Run 1, wiring by layer:
Scale: 3 px per um. Two of the layers only.
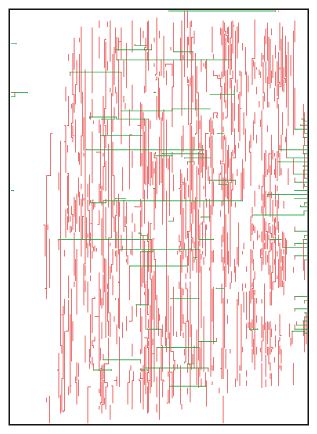
Run 1, I/O nets highlighted:
Scale: 2 px per um.
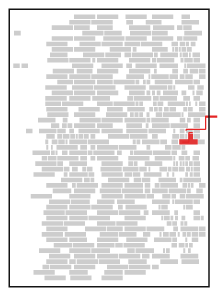
Run 1, pin map:
Scale: 3 px per um. Pins as bars across the die edge, other pins in grey.
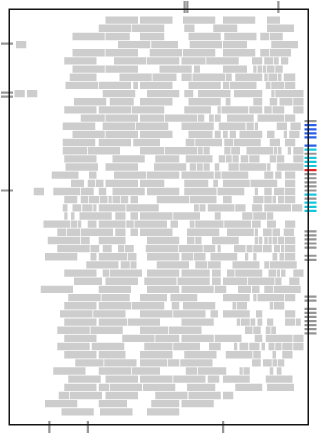
$ cat config.mk
export PLATFORM = sky130hd
export DESIGN_NAME = uart_rx_fifo_flat
export DESIGN_NICKNAME = d
export VERILOG_FILES = /design/src/rtl/uart_rx_fifo_if.sv /design/src/rtl/uart_rx_fifo.sv /design/src/flat_wrapper.sv
export SDC_FILE = /design/constraint.sdc
export NUM_CORES = 1
export LEC_CHECK = 0
export ABC_CLOCK_PERIOD_IN_PS = 2890
export CORE_ASPECT_RATIO = 1.4
export CORE_UTILIZATION = 53
export DETAILED_ROUTE_END_ITERATION = 16
export PLACE_DENSITY = 0.75
export SLEW_MARGIN = 20
export SYNTH_ARGS = -nofsm -noshare
export SYNTH_HDL_FRONTEND = slang
export SYNTH_SLANG_ARGS = --single-unit
$ cat constraint.sdc
create_clock -name clk -period 2.89 [get_ports clk]
set_input_delay 0.578 -clock clk [delete_from_list [all_inputs] [get_ports clk]]
set_output_delay 0.578 -clock clk [all_outputs]
set_load 0.02 [all_outputs]
$ cat src/rtl/uart_rx_fifo_if.sv
// Bus between the UART RX top / host and the receive FIFO.
// The RX-side inputs (p_data, qualifiers) and the host-side read and status
// signals share one interface so the FIFO is wired with a single port.
// master: the side that feeds bytes and reads them back (RX top + host).
// slave : the FIFO itself.
interface uart_rx_fifo_if #(
    parameter int DATA_WIDTH    = 8,
    parameter int ADDR_WIDTH    = 4,
    parameter int ERR_CNT_WIDTH = 8
);

    // RX-top side
    logic [DATA_WIDTH-1:0]    p_data;
    logic                     data_valid;
    logic                     parity_error;
    logic                     stop_error;

    // Host side: requests
    logic                     rd_en;
    logic                     err_clr;

    // Host side: read data and status
    logic [DATA_WIDTH-1:0]    rd_data;
    logic                     rd_valid;
    logic                     empty;
    logic                     full;
    logic [ADDR_WIDTH:0]      count;
    logic                     overrun;
    logic [ERR_CNT_WIDTH-1:0] par_err_cnt;
    logic [ERR_CNT_WIDTH-1:0] stop_err_cnt;

    modport master (
        output p_data,
        output data_valid,
        output parity_error,
        output stop_error,
        output rd_en,
        output err_clr,
        input  rd_data,
        input  rd_valid,
        input  empty,
        input  full,
        input  count,
        input  overrun,
        input  par_err_cnt,
        input  stop_err_cnt
    );

    modport slave (
        input  p_data,
        input  data_valid,
        input  parity_error,
        input  stop_error,
        input  rd_en,
        input  err_clr,
        output rd_data,
        output rd_valid,
        output empty,
        output full,
        output count,
        output overrun,
        output par_err_cnt,
        output stop_err_cnt
    );

endinterface

$ cat src/rtl/uart_rx_fifo.sv
// Receive-side FIFO sitting directly behind the UART RX top.
// - One write per good frame: the rising edge of data_valid captures p_data,
//   no matter how long data_valid stays high.
// - Registered read: rd_en on a non-empty FIFO presents the head byte on
//   rd_data one cycle later together with a single-cycle rd_valid.
// - count is the single source of truth for occupancy; empty/full derive
//   from it, which removes the classic "pointers equal: full or empty?"
//   ambiguity.
// - Sticky overrun plus saturating parity/stop error counters make framing
//   problems visible, since the RX top never hands over a bad frame.
module uart_rx_fifo #(
    parameter int DATA_WIDTH    = 8,
    parameter int DEPTH         = 16,
    parameter int ADDR_WIDTH    = 4,
    parameter int ERR_CNT_WIDTH = 8
) (
    input  logic           clk,
    input  logic           rst,     // asynchronous, active low
    uart_rx_fifo_if.slave  bus
);

    localparam logic [ADDR_WIDTH:0]      FULL_COUNT = (ADDR_WIDTH+1)'(DEPTH);
    localparam logic [ERR_CNT_WIDTH-1:0] CNT_MAX    = '1;

    // ------------------------------------------------------------------
    // State
    // ------------------------------------------------------------------
    logic [DATA_WIDTH-1:0]    mem [DEPTH];
    logic [ADDR_WIDTH-1:0]    wr_ptr;
    logic [ADDR_WIDTH-1:0]    rd_ptr;
    logic [ADDR_WIDTH:0]      count_q;

    logic                     data_valid_q;
    logic                     parity_error_q;
    logic                     stop_error_q;

    logic [DATA_WIDTH-1:0]    rd_data_q;
    logic                     rd_valid_q;
    logic                     overrun_q;
    logic [ERR_CNT_WIDTH-1:0] par_err_cnt_q;
    logic [ERR_CNT_WIDTH-1:0] stop_err_cnt_q;

    // ------------------------------------------------------------------
    // Event decode, all from pre-cycle state
    // ------------------------------------------------------------------
    logic empty_w;
    logic full_w;
    logic wr_evt;     // new frame presented by the RX top
    logic rd_evt;     // host read that actually pops an entry
    logic wr_ok;      // frame is stored
    logic wr_drop;    // frame is lost because there is no room
    logic par_edge;
    logic stop_edge;

    assign empty_w   = (count_q == '0);
    assign full_w    = (count_q == FULL_COUNT);

    assign wr_evt    = bus.data_valid & ~data_valid_q;
    assign rd_evt    = bus.rd_en & ~empty_w;

    // A read in the same cycle frees the slot the write needs, so a full
    // FIFO still accepts the byte when it is being read at the same time.
    assign wr_ok     = wr_evt & (~full_w | rd_evt);
    assign wr_drop   = wr_evt & full_w & ~rd_evt;

    assign par_edge  = bus.parity_error & ~parity_error_q;
    assign stop_edge = bus.stop_error & ~stop_error_q;

    // ------------------------------------------------------------------
    // Edge-detect registers for the RX-top qualifiers
    // ------------------------------------------------------------------
    // Delay the level inputs by one cycle so rising edges can be found.
    always_ff @(posedge clk or negedge rst) begin
        // NOTE: sequential state uses non-blocking assignments so every
        // register samples the pre-edge values, independent of block order.
        if (!rst) begin
            data_valid_q   <= 1'b0;
            parity_error_q <= 1'b0;
            stop_error_q   <= 1'b0;
        end else begin
            data_valid_q   <= bus.data_valid;
            parity_error_q <= bus.parity_error;
            stop_error_q   <= bus.stop_error;
        end
    end

    // ------------------------------------------------------------------
    // Storage
    // ------------------------------------------------------------------
    // Store an accepted byte at the write pointer.
    // NOTE: the array has no reset on purpose; its contents are don't-care
    // after reset because count gates every read, and a reset here would
    // stop the array from mapping onto RAM.
    always_ff @(posedge clk) begin
        if (wr_ok) begin
            mem[wr_ptr] <= bus.p_data;
        end
    end

    // ------------------------------------------------------------------
    // Pointers and occupancy
    // ------------------------------------------------------------------
    // Advance pointers on accepted events; they wrap naturally at DEPTH.
    always_ff @(posedge clk or negedge rst) begin
        if (!rst) begin
            wr_ptr <= '0;
            rd_ptr <= '0;
        end else begin
            if (wr_ok) begin
                wr_ptr <= wr_ptr + ADDR_WIDTH'(1);
            end
            if (rd_evt) begin
                rd_ptr <= rd_ptr + ADDR_WIDTH'(1);
            end
        end
    end

    // Track occupancy; a simultaneous write and read leave it unchanged.
    always_ff @(posedge clk or negedge rst) begin
        if (!rst) begin
            count_q <= '0;
        end else if (wr_ok && !rd_evt) begin
            count_q <= count_q + (ADDR_WIDTH+1)'(1);
        end else if (!wr_ok && rd_evt) begin
            count_q <= count_q - (ADDR_WIDTH+1)'(1);
        end
    end

    // ------------------------------------------------------------------
    // Registered read port
    // ------------------------------------------------------------------
    // Present the head entry one cycle after a read; hold it otherwise.
    // When full and written in the same cycle, wr_ptr equals rd_ptr, and
    // the read still sees the old entry because the array updates at the
    // same edge.
    always_ff @(posedge clk or negedge rst) begin
        if (!rst) begin
            rd_data_q  <= '0;
            rd_valid_q <= 1'b0;
        end else begin
            rd_valid_q <= rd_evt;
            if (rd_evt) begin
                rd_data_q <= mem[rd_ptr];
            end
        end
    end

    // ------------------------------------------------------------------
    // Error reporting
    // ------------------------------------------------------------------
    // Sticky overrun: a dropped byte sets it, err_clr clears it, set wins.
    always_ff @(posedge clk or negedge rst) begin
        if (!rst) begin
            overrun_q <= 1'b0;
        end else if (wr_drop) begin
            overrun_q <= 1'b1;
        end else if (bus.err_clr) begin
            overrun_q <= 1'b0;
        end
    end

    // Saturating parity-error counter; an edge coinciding with err_clr
    // is counted after the clear.
    always_ff @(posedge clk or negedge rst) begin
        if (!rst) begin
            par_err_cnt_q <= '0;
        end else if (bus.err_clr) begin
            par_err_cnt_q <= ERR_CNT_WIDTH'(par_edge);
        end else if (par_edge && par_err_cnt_q != CNT_MAX) begin
            par_err_cnt_q <= par_err_cnt_q + ERR_CNT_WIDTH'(1);
        end
    end

    // Saturating stop-error counter, same rules as the parity counter.
    always_ff @(posedge clk or negedge rst) begin
        if (!rst) begin
            stop_err_cnt_q <= '0;
        end else if (bus.err_clr) begin
            stop_err_cnt_q <= ERR_CNT_WIDTH'(stop_edge);
        end else if (stop_edge && stop_err_cnt_q != CNT_MAX) begin
            stop_err_cnt_q <= stop_err_cnt_q + ERR_CNT_WIDTH'(1);
        end
    end

    // ------------------------------------------------------------------
    // Outputs
    // ------------------------------------------------------------------
    assign bus.rd_data      = rd_data_q;
    assign bus.rd_valid     = rd_valid_q;
    assign bus.empty        = empty_w;
    assign bus.full         = full_w;
    assign bus.count        = count_q;
    assign bus.overrun      = overrun_q;
    assign bus.par_err_cnt  = par_err_cnt_q;
    assign bus.stop_err_cnt = stop_err_cnt_q;

endmodule

$ cat src/flat_wrapper.sv
// flat-port wrapper written by rule: the top's interface ports become plain ports
module uart_rx_fifo_flat 
#(
    parameter int DATA_WIDTH    = 8,
    parameter int DEPTH         = 16,
    parameter int ADDR_WIDTH    = 4,
    parameter int ERR_CNT_WIDTH = 8
)
  (clk, rst, bus_p_data, bus_data_valid, bus_parity_error, bus_stop_error, bus_rd_en, bus_err_clr, bus_rd_data, bus_rd_valid, bus_empty, bus_full, bus_count, bus_overrun, bus_par_err_cnt, bus_stop_err_cnt);
  uart_rx_fifo_if #(.DATA_WIDTH(DATA_WIDTH), .ADDR_WIDTH(ADDR_WIDTH), .ERR_CNT_WIDTH(ERR_CNT_WIDTH)) bus_i ();
  input  logic clk;
  input  logic rst;
  input wire logic [$bits(bus_i.p_data)-1:0] bus_p_data;
  input wire logic [$bits(bus_i.data_valid)-1:0] bus_data_valid;
  input wire logic [$bits(bus_i.parity_error)-1:0] bus_parity_error;
  input wire logic [$bits(bus_i.stop_error)-1:0] bus_stop_error;
  input wire logic [$bits(bus_i.rd_en)-1:0] bus_rd_en;
  input wire logic [$bits(bus_i.err_clr)-1:0] bus_err_clr;
  output wire logic [$bits(bus_i.rd_data)-1:0] bus_rd_data;
  output wire logic [$bits(bus_i.rd_valid)-1:0] bus_rd_valid;
  output wire logic [$bits(bus_i.empty)-1:0] bus_empty;
  output wire logic [$bits(bus_i.full)-1:0] bus_full;
  output wire logic [$bits(bus_i.count)-1:0] bus_count;
  output wire logic [$bits(bus_i.overrun)-1:0] bus_overrun;
  output wire logic [$bits(bus_i.par_err_cnt)-1:0] bus_par_err_cnt;
  output wire logic [$bits(bus_i.stop_err_cnt)-1:0] bus_stop_err_cnt;
  assign bus_i.p_data = bus_p_data;
  assign bus_i.data_valid = bus_data_valid;
  assign bus_i.parity_error = bus_parity_error;
  assign bus_i.stop_error = bus_stop_error;
  assign bus_i.rd_en = bus_rd_en;
  assign bus_i.err_clr = bus_err_clr;
  assign bus_rd_data = bus_i.rd_data;
  assign bus_rd_valid = bus_i.rd_valid;
  assign bus_empty = bus_i.empty;
  assign bus_full = bus_i.full;
  assign bus_count = bus_i.count;
  assign bus_overrun = bus_i.overrun;
  assign bus_par_err_cnt = bus_i.par_err_cnt;
  assign bus_stop_err_cnt = bus_i.stop_err_cnt;
  uart_rx_fifo #(.DATA_WIDTH(DATA_WIDTH), .DEPTH(DEPTH), .ADDR_WIDTH(ADDR_WIDTH), .ERR_CNT_WIDTH(ERR_CNT_WIDTH)) u_core (.clk(clk), .rst(rst), .bus(bus_i));
endmodule
==> metrics.json, run 1 <==
{
  "synthDominantCellAreaShare_pct": 54.9,
  "grt_setup_unrepaired": "false",
  "cp_max_fo": 4,
  "number_of_global_route_vias_before_repair": 3874,
  "syn_avg_cell_area_um2": 17.7,
  "boundaryPins": 48,
  "critical_path.startpoint_type": "flop",
  "vdd.ir_drop.worst_mv": 0.455,
  "arr_time_crit_path_ns": 2.13,
  "hold_violations": 0,
  "endpoint": "bus_empty",
  "power.switching_fraction_pct": 29.0,
  "initial_core_util_pct": 54.4,
  "reg2reg_depth": 10,
  "slew_viol_final": 0,
  "totalWireLength_mm": 13.2,
  "synth-cells-yosys": 395,
  "synth_top_cell_by_count": "sky130_fd_sc_hd__edfxtp_1",
  "dr_total_vias": 3774,
  "placed_cells": 592,
  "critical-path-max-stage-delay_ns": 0.61,
  "critical_path.reg2reg.endpoint": "u_core.bus.count[4]",
  "coreArea_um2": 12900,
  "placement_rows": 49,
  "yosys_most_used_dff": "sky130_fd_sc_hd__edfxtp_1",
  "first_pass_iters": 4,
  "log.warning_count": 29,
  "ys_warn_count": 0,
  "nFillCells": 855,
  "drive_above_1_share_pct": 18.3,
  "global_route_wire_length_before_repair_mm": 21.3,
  "finalClockPeriodUsage_pct": 93.6,
  "internal-power_uw": 5370,
  "comb_power_share_pct": 26.7,
  "insertion_delay_at_the_late_pin_of_the_worst_skew_pair_ns": 0.42,
  "yosys.stat.seqShare_pct": 69.9,
  "finalWeightedCongestion": 0.804,
  "count_of_unique_library_cells_instantiated_by_yosys": 46,
  "die_area_um2": 13700,
  "clock_tree.htree_level_count": 4,
  "critical_path.endpoint_type": "output pin",
  "critical_path.n_buffers_inverters": 1,
  "power_frac_clock_pct": 31.4,
  "synthTopCellsByCount": "128 x sky130_fd_sc_hd__edfxtp_1, 42 x sky130_fd_sc_hd__dfrtp_1, 19 x sky130_fd_sc_hd__mux4_2",
  "holdBufCountCts": 0,
  "drtAntennaViolNets": 0,
  "post_cts.resized_instances": 0,
  "critical-path-top-delay-family": "simple AND/OR/NAND/NOR gates",
  "cts_tree": "done",
  "slew-limit-headroom_pct": 36.2,
  "met3WireLength_um": 672,
  "global_route.overflow_total": 0,
  "setup_total_negative_slack_ns": 0,
  "timing.reg2reg.setup_slack_ns": 0.19,
  "viasPerCell": 6.05,
  "nets": 486,
  "postSynthNetCount": 422,
  "setup.worst_path.start": "u_core.bus.count[1]",
  "finalClockSkew_ns": 0.00884,
  "top_layer_used": "met4",
  "synth_flops": 170,
  "power.switching_uw": 2200,
  "cts-root-buf": "sky130_fd_sc_hd__clkbuf_16",
  "regToRegStartpoint": "u_core.bus.count[1]",
  "post_drt_wl_per_cell_um": 21.1,
  "synth-area-yosys_um2": 7000,
  "required_ns": 2.31,
  "detail_route.iter0.violations": 222,
  "routedLengthMet1_mm": 5.38,
  "syn2layout_area_growth_pct": 18.8,
  "tritoncts.num_buffers": 17,
  "post-dp-hpwl_mm": 8.71,
  "tritoncts_num_sinks": 170,
  "setup_viol_count_final": 0,
  "layout_top_cells": "128 x sky130_fd_sc_hd__edfxtp_1, 46 x sky130_fd_sc_hd__clkdlybuf4s50_1, 39 x sky130_fd_sc_hd__dfrtp_1, 19 x sky130_fd_sc_hd__mux4_2",
  "drc": 0,
  "synth_area_leader_cell": "sky130_fd_sc_hd__edfxtp_1",
  "max_freq_mhz": 370,
  "crit_chain": "or4_4 -> nor2_1 -> clkdlybuf4s50_1",
  "dieHeight_um": 138,
  "maxcap_viol_count": 0,
  "post-cts-setup-buffers": 0,
  "top_cells_by_area": "sky130_fd_sc_hd__edfxtp_1 55%, sky130_fd_sc_hd__dfrtp_1 15%, sky130_fd_sc_hd__mux4_2 6.1%",
  "syn_area_um2": 7000,
  "die.size.x_um": 99.2,
  "total_leakage_power_uw": 0.00292,
  "path_clk_slew_ns": 0.07,
  "worst-path-stages": 3,
  "final_common_cell": "sky130_fd_sc_hd__edfxtp_1",
  "worstHoldPathType": "in -> async",
  "clock_path_buffers": 2,
  "layout.cells.non_filler": 624,
  "synth-edff-count": 128,
  "synthCells": 395,
  "antenna_found_initial": 0,
  "tightestPinTransition_ns": 0.958,
  "total_power_uw": 7570,
  "met2RoutedLength_mm": 6.77,
  "cellPowerDensity_nw_per_um2": 910,
  "diodes": 0,
  "grt_max_degree": 43,
  "grt_use_total_pct": 21.2,
  "status": "completed",
  "timing.setup.critical_path_class": "reg -> out",
  "layout_min_cycle_time_ns": 2.70,
  "port_buffers": 47,
  "synth_async_sr_flop_share_pct": 24.7,
  "cpMaxStageDelayCell": "sky130_fd_sc_hd__clkdlybuf4s50_1",
  "seqPwrFrac_pct": 41.9
}
## Picture notes: 'wiring by layer'
green -> metal 3  # wire length 672 um
red -> metal 2  # wire length 6770 um

## Picture notes: 'I/O nets highlighted'
red -> bus_stop_error  # bits 1, direction input, edge east, end cells 2, buffers 1, wire 27.6 um

## Picture notes: 'pin map'
cyan -> bus_rd_data  # pins 8, direction output, edge east
blue -> bus_count  # pins 5, direction output, edge east
red -> bus_stop_error  # pins 1, direction input, edge east
all pins by edge = 38 east, 4 west, 3 south, 3 north

run 1: flip-flops by register name, indices dropped and copies added, names as in the netlist, 4 cells and up:
| signal | cells |
|---|---|
| u_core.rd_ptr | 4 |
| u_core.bus.par_err_cnt | 8 |
| u_core.bus.rd_data | 8 |
| u_core.wr_ptr | 4 |
| u_core.bus.stop_err_cnt | 8 |
| u_core.mem | 128 |
| u_core.bus.count | 5 |
run 1: layer usage:
| metal | GRT usage (%) | vias up |
|---|---|---|
| met4 | 9.67 | 0 |
| met3 | 4.75 | 23 |
| met2 | 34.9 | 127 |
| met1 | 27.1 | 1922 |
| met5 | 0 | - |
| li1 | - | 1702 |
run 1: metrics by stage:
stage	util, %	area (um^2)	hold WS, ns	worst slack [ns]
finish	64.6	8320	0.294	0.185
detailed placement	59.7	7680	0.536	-0.0411
floorplan	-	7010	0.282	0.0183
global route	64.6	8320	0.381	0.0448
global placement	59.7	7680	0.517	0.0622
CTS	64.5	8300	0.334	0.0941
run 1: cell families after synthesis:
group	count (synthesis)	synth area share, %
flops	170	69.9
simple gates	73	6.09
compound gates	51	4.63
mux	46	13.2
buf+inv	26	1.84
xor+xnor	17	2.13
fa+ha+maj	12	2.25
run 1: cell type report:
type,instances,area (um^2),area share [%]
Clock buffer,17,425,5.11
Clock inverter,14,195,2.35
Inverter,7,26.3,0.316
Multi-Input combinational cell,199,1990,23.9
Sequential cell,170,4900,58.9
Tap cell,153,191,2.30
Timing Repair Buffer,64,593,7.13
run 1: power by group through the flow:
stage               clock network [uW]  registers (uW)  logic, uW
finish                            2380            3180       2020
global route                      2510            3210       2180
CTS                               2410            3180       2020
detailed placement                   0            3230       2000
global placement                     0            3210       1960
floorplan                            0            3200       1370
==> run 2, diff against run 1 <==
--- a/config.mk
+++ b/config.mk
@@ -7,9 +7,9 @@
 export LEC_CHECK = 0
 export ABC_CLOCK_PERIOD_IN_PS = 2890
 export CORE_ASPECT_RATIO = 1.4
-export CORE_UTILIZATION = 53
+export CORE_UTILIZATION = 45
 export DETAILED_ROUTE_END_ITERATION = 16
-export PLACE_DENSITY = 0.75
+export PLACE_DENSITY = 0.65
 export SLEW_MARGIN = 20
 export SYNTH_ARGS = -nofsm -noshare
 export SYNTH_HDL_FRONTEND = slang
==> metrics.json, run 2 <==
{
  "critical-path-max-stage-delay_ns": 0.61,
  "slew-limit-headroom_pct": 52.1,
  "hold_violations": 0,
  "grt_use_total_pct": 17.7,
  "timing.setup.critical_path_class": "reg -> out",
  "largest_register_ff_count": 128,
  "synth_async_sr_flop_share_pct": 24.7,
  "global_route.overflow_total": 0,
  "cpMaxStageDelayCell": "sky130_fd_sc_hd__clkdlybuf4s50_1",
  "die_area_um2": 16100,
  "post_drt_wl_per_cell_um": 19.1,
  "drc": 0,
  "postSynthNetCount": 422,
  "drive_above_1_share_pct": 18.0,
  "setup_ws_ns": 0.129,
  "finalClockSkew_ns": 0.00562,
  "diodes": 0,
  "synth.logic.top_family": "multiplexers",
  "insertion_delay_at_the_late_pin_of_the_worst_skew_pair_ns": 0.43,
  "first_pass_iters": 4,
  "final_std_cell_area_no_fill_um2": 8320,
  "critical_path.endpoint_type": "output pin",
  "drtAntennaViolNets": 0,
  "count_of_unique_library_cells_instantiated_by_yosys": 46,
  "path_clk_slew_ns": 0.07,
  "power.switching_uw": 2200,
  "synthCells": 395,
  "vdd.ir_drop.worst_mv": 0.708,
  "cts-root-buf": "sky130_fd_sc_hd__clkbuf_16",
  "cellPowerDensity_nw_per_um2": 880,
  "global_route_wire_length_before_repair_mm": 20.6,
  "max_freq_mhz": 362,
  "clock_path_buffers": 2,
  "slew_viol_final": 0,
  "synthMuxAreaShare_pct": 13.2,
  "boundaryPins": 48,
  "coreArea_um2": 15100,
  "finalWeightedCongestion": 0.828,
  "dieHeight_um": 150,
  "syn_area_um2": 7000,
  "placed_cell_area_um2": 7740,
  "yosys_most_used_dff": "sky130_fd_sc_hd__edfxtp_1",
  "critical-path-top-delay-family": "simple AND/OR/NAND/NOR gates",
  "power_frac_clock_pct": 30.1,
  "internal-power_uw": 5120,
  "totalWireLength_mm": 12.7,
  "synthDominantCellAreaShare_pct": 54.9,
  "port_buffers": 47,
  "yosys.area_share.aoi_pct": 4.63,
  "cp_max_fo": 6,
  "log.warning_count": 29,
  "most_flops_register": "u_core.mem",
  "synth-area-yosys_um2": 7000,
  "critical_path.startpoint_type": "flop",
  "synth-simple-area-share_pct": 6.09,
  "layout.cells.non_filler": 664,
  "nets": 486,
  "total_power_uw": 7320,
  "top_cells_by_area": "sky130_fd_sc_hd__edfxtp_1 55%, sky130_fd_sc_hd__dfrtp_1 15%, sky130_fd_sc_hd__mux4_2 6.1%",
  "setup_total_negative_slack_ns": 0,
  "comb_power_share_pct": 25.9,
  "antenna_found_initial": 0,
  "synth_flops": 170,
  "finalClockPeriodUsage_pct": 95.5,
  "yosys.stat.seqShare_pct": 69.9,
  "initial_core_util_pct": 46.3,
  "tritoncts.num_buffers": 17,
  "timing.reg2reg.setup_slack_ns": 0.19,
  "synth_area_leader_cell": "sky130_fd_sc_hd__edfxtp_1",
  "syn_avg_cell_area_um2": 17.7,
  "detail_route.iter0.violations": 262,
  "dr_total_vias": 3630,
  "status": "completed",
  "maxcap_viol_count": 0,
  "placed_cells": 632
}
run 2: cell counts after synthesis:
Identical to the previous run, type by type.
run 2: layout make-up:
cell class | count | area (um^2)
tap | 192 | 240
timing repair buffer | 64 | 596
multi-input combinational | 199 | 1980
clock buffer | 18 | 429
clock inverter | 14 | 149
sequential | 170 | 4900
fill | 1210 | 6800
inverter | 7 | 26.3
run 2: power by group through the flow:
stage / registers, uW / logic (uW) / clock network (uW)
CTS: 3230 / 1920 / 2250
global placement: 3260 / 1880 / 0
global route: 3270 / 2070 / 2350
floorplan: 3200 / 1370 / 0
detailed placement: 3280 / 1910 / 0
finish: 3220 / 1900 / 2200
run 2: worst paths after layout:
kind / from / endpoint / cells after the start
worst min register to register: u_core.bus.overrun / u_core.bus.overrun / 2
worst min-delay path: rst / u_core.bus.par_err_cnt[7] / 1
worst max register to register: u_core.bus.count[1] / u_core.bus.count[4] / 10
worst max-delay path: u_core.bus.count[1] / bus_empty / 3
max in group asynchronous: rst / u_core.bus.count[0] / 1
min in group clk: u_core.bus.overrun / u_core.bus.overrun / 2
run 2: stage by stage:
step | util [%] | hold slack, ns
final | 55.0 | 0.140
after global routing | 55.0 | 0.178
after detailed placement | 51.2 | 0.526
after global placement | 51.2 | 0.509
after floorplan | - | 0.282
after CTS | 55.0 | 0.332
run 2: layer usage:
| metal | global-route usage (%) | share of wire, % | vias up |
|---|---|---|---|
| met3 | 4.53 | 4.2 | 19 |
| met5 | 0 | 0 | - |
| li1 | - | - | 1707 |
| met1 | 19.8 | 39 | 1829 |
| met4 | 7.19 | 1.8 | 0 |
| met2 | 31.7 | 55 | 75 |
run 2: repair_timing:
item                                    in CTS  in global routing
hold buffers                                 0                  0
buffers inserted                             0                  0
endpoints found under the setup margin       0                  1
gates resized                                0                  1
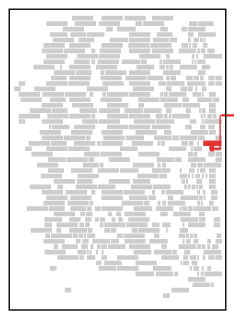
Run 2: I/O nets highlighted
Scale: 2 px per um.
red -> bus_stop_error  # bits 1, direction input, edge east, end cells 2, buffers 1, wire 32.1 um

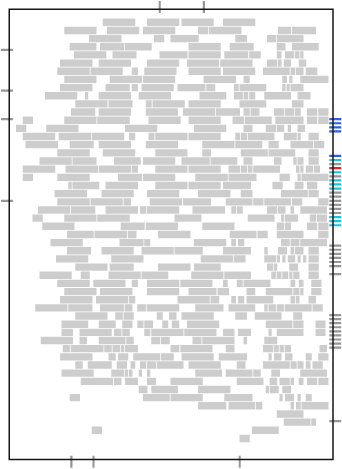
Run 2: pin map
Scale: 3 px per um. Pins as bars across the die edge, other pins in grey.
red -> bus_stop_error  # pins 1, direction input, edge east
blue -> bus_count  # pins 5, direction output, edge east
cyan -> bus_rd_data  # pins 8, direction output, edge east
all pins by edge = 39 east, 4 west, 3 south, 2 north

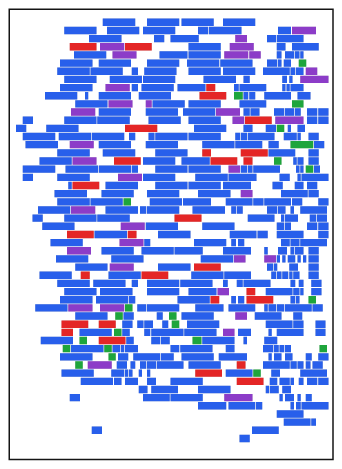
Run 2: sizing map
Scale: 3 px per um.
green -> _3 and _4 cells  # cells 22, share 4.7%, most used buf_4
red -> _6 and larger  # cells 28, share 5.9%, most used clkbuf_16
purple -> _2 cells  # cells 35, share 7.4%, most used mux4_2
blue -> _0 and _1 cells  # cells 387, share 82%, most used edfxtp_1

==> run 3, diff against run 2 <==
--- a/config.mk
+++ b/config.mk
@@ -5,6 +5,7 @@
 export SDC_FILE = /design/constraint.sdc
 export NUM_CORES = 1
 export LEC_CHECK = 0
+export ABC_AREA = 0
 export ABC_CLOCK_PERIOD_IN_PS = 2890
 export CORE_ASPECT_RATIO = 1.4
 export CORE_UTILIZATION = 45
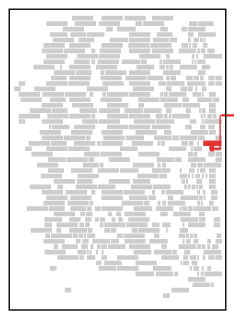
Run 3: I/O nets highlighted
Scale: 2 px per um.
red -> bus_stop_error  # bits 1, direction input, edge east, end cells 2, buffers 1, wire 32.1 um

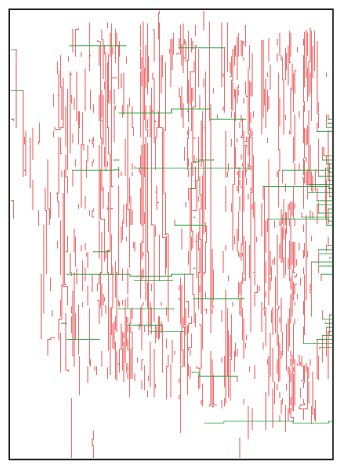
Run 3: wiring by layer
Scale: 3 px per um. Two of the layers only.
red -> metal 2  # wire length 6940 um
green -> metal 3  # wire length 535 um

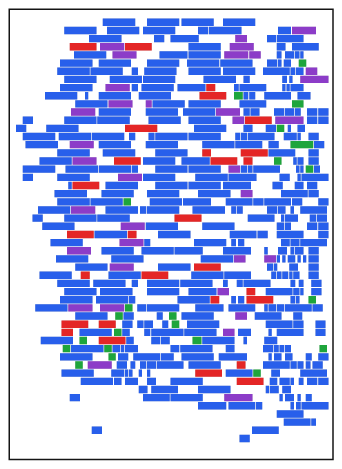
Run 3: sizing map
Scale: 3 px per um.
purple -> _2 cells  # cells 35, share 7.4%, most used mux4_2
red -> _6 and larger  # cells 28, share 5.9%, most used clkbuf_16
green -> _3 and _4 cells  # cells 22, share 4.7%, most used buf_4
blue -> _0 and _1 cells  # cells 387, share 82%, most used edfxtp_1

==> metrics.json, run 3 <==
{
  "nets": 486,
  "grt_setup_unrepaired": "false",
  "tritoncts_num_sinks": 170,
  "most_flops_register": "u_core.mem",
  "comb_power_share_pct": 25.9,
  "status": "completed",
  "viasPerCell": 5.47,
  "power.sequential.total_uw": 3220,
  "slew-limit-headroom_pct": 52.1,
  "seqPwrFrac_pct": 44.0,
  "nFillCells": 1210,
  "cp_max_fo": 6,
  "die.size.x_um": 107,
  "post-dp-hpwl_mm": 8.78,
  "pwr.group.clock_uw": 2200,
  "timing.setup.critical_path_class": "reg -> out",
  "log.warning_count": 29,
  "cpMaxStageDelayCell": "sky130_fd_sc_hd__clkdlybuf4s50_1",
  "cellPowerDensity_nw_per_um2": 880,
  "synth_top_cell_by_count": "sky130_fd_sc_hd__edfxtp_1",
  "arr_time_crit_path_ns": 2.18,
  "top_cells_by_area": "sky130_fd_sc_hd__edfxtp_1 55%, sky130_fd_sc_hd__dfrtp_1 15%, sky130_fd_sc_hd__mux4_2 6.1%",
  "synthTopCellsByCount": "128 x sky130_fd_sc_hd__edfxtp_1, 42 x sky130_fd_sc_hd__dfrtp_1, 19 x sky130_fd_sc_hd__mux4_2",
  "setup_total_negative_slack_ns": 0,
  "global_route_wire_length_before_repair_mm": 20.6,
  "layout_min_cycle_time_ns": 2.76,
  "antenna_found_initial": 0,
  "vdd.ir_drop.worst_mv": 0.708,
  "worstHoldPathType": "in -> async",
  "p_comb_uw": 1900,
  "initial_core_util_pct": 46.3,
  "maxcap_viol_count": 0,
  "critical_path.endpoint_type": "output pin",
  "syn_avg_cell_area_um2": 17.7,
  "insertion_delay_at_the_late_pin_of_the_worst_skew_pair_ns": 0.43,
  "critical_path.n_buffers_inverters": 1,
  "path_clk_slew_ns": 0.07,
  "final_std_cell_area_no_fill_um2": 8320,
  "yosys_most_used_dff": "sky130_fd_sc_hd__edfxtp_1",
  "grt_use_total_pct": 17.7,
  "clock_tree.htree_level_count": 4,
  "cts-root-buf": "sky130_fd_sc_hd__clkbuf_16",
  "tightestPinTransition_ns": 0.718,
  "internal-power_uw": 5120,
  "clock_path_buffers": 2,
  "placed_cells": 632,
  "synthDominantCellAreaShare_pct": 54.9,
  "ys_warn_count": 0,
  "drtAntennaViolNets": 0,
  "cts_tree": "done",
  "slew_viol_final": 0,
  "count_of_unique_library_cells_instantiated_by_yosys": 46,
  "synth_flops": 170,
  "synth_async_sr_flop_share_pct": 24.7,
  "finalWeightedCongestion": 0.828,
  "tritoncts.num_buffers": 17,
  "post-cts-setup-buffers": 0,
  "post_drt_wl_per_cell_um": 19.1,
  "finalClockPeriodUsage_pct": 95.5,
  "required_ns": 2.31,
  "yosys.stat.seqShare_pct": 69.9,
  "place_ws_ns": -0.0433,
  "synth_area_leader_cell": "sky130_fd_sc_hd__edfxtp_1",
  "die_area_um2": 16100,
  "setup_viol_count_final": 0,
  "synth-cells-yosys": 395,
  "syn2layout_area_growth_pct": 18.8,
  "final_common_cell": "sky130_fd_sc_hd__edfxtp_1",
  "finish.utilization_pct": 55.0,
  "coreArea_um2": 15100,
  "number_of_global_route_vias_before_repair": 3784,
  "largest_register_ff_count": 128,
  "boundaryPins": 48,
  "setup_ws_ns": 0.129,
  "power_frac_clock_pct": 30.1,
  "totalWireLength_mm": 12.7,
  "critical-path-max-stage-delay_ns": 0.61,
  "total_leakage_power_uw": 0.00292,
  "power.switching_fraction_pct": 30.1,
  "detail_route.iter0.violations": 262,
  "global_route.overflow_total": 0,
  "layout_top_cells": "128 x sky130_fd_sc_hd__edfxtp_1, 46 x sky130_fd_sc_hd__clkdlybuf4s50_1, 39 x sky130_fd_sc_hd__dfrtp_1, 19 x sky130_fd_sc_hd__mux4_2, 18 x sky130_fd_sc_hd__buf_4",
  "synth-edff-count": 128,
  "drc": 0,
  "hold_violations": 0,
  "dr_total_vias": 3630,
  "synthCells": 395,
  "critical_path.startpoint_type": "flop",
  "drive_above_1_share_pct": 18.0,
  "grt_max_degree": 43,
  "power.switching_uw": 2200,
  "finalClockSkew_ns": 0.00562,
  "total_power_uw": 7320,
  "placement_rows": 53,
  "power.group.top": "sequential cells",
  "synth-area-yosys_um2": 7000,
  "holdBufCountCts": 0,
  "first_pass_iters": 4,
  "max_freq_mhz": 362,
  "critical-path-top-delay-family": "simple AND/OR/NAND/NOR gates",
  "diodes": 0
}
run 3: cell counts after synthesis:
No cell type changed its count.
run 3: final cells by class:
cell class / instances / area (um^2) / area share [%]
flip-flops and latches: 170 / 4900 / 58.9
clock buffers: 18 / 429 / 5.16
well taps: 192 / 240 / 2.89
inverters: 7 / 26.3 / 0.316
repair buffers: 64 / 596 / 7.16
multi-input cells: 199 / 1980 / 23.8
clock inverters: 14 / 149 / 1.79
run 3: what timing repair did:
| item | 4_1_cts | 5_1_grt |
|---|---|---|
| setup endpoints to repair | 0 | 1 |
| hold endpoints to repair | 0 | 0 |
| gates resized | 0 | 1 |
run 3: cells by family after synthesis:
logic type	after synthesis	share of synthesized area [%]
AOI/OAI and AO/OA	51	4.63
xor gates and xnor gates	17	2.13
adders and majority gates	12	2.25
buffers and inverters	26	1.84
DFF	170	69.9
muxes	46	13.2
and+or+nand+nor	73	6.09
run 3: final timing paths:
path / slack, ns / depth (start not counted) / start / end
max: 0.13 / 3 / u_core.bus.count[1] / bus_empty
min: 0.14 / 1 / rst / u_core.bus.par_err_cnt[7]
max reg2reg: 0.19 / 10 / u_core.bus.count[1] / u_core.bus.count[4]
min reg2reg: 0.54 / 2 / u_core.bus.overrun / u_core.bus.overrun
max in group asynchronous: 2.34 / 1 / rst / u_core.bus.count[0]
min in group clk: 0.54 / 2 / u_core.bus.overrun / u_core.bus.overrun
run 3: layer usage:
metal	GRT usage (%)	routed length (um)	vias to the layer above
li1	-	-	1707
met1	19.8	5010	1829
met2	31.7	6940	75
met3	4.53	534	19
met4	7.19	225	0
met5	0	0	-
No activity file was given, so power comes from the tool's default toggle rates.
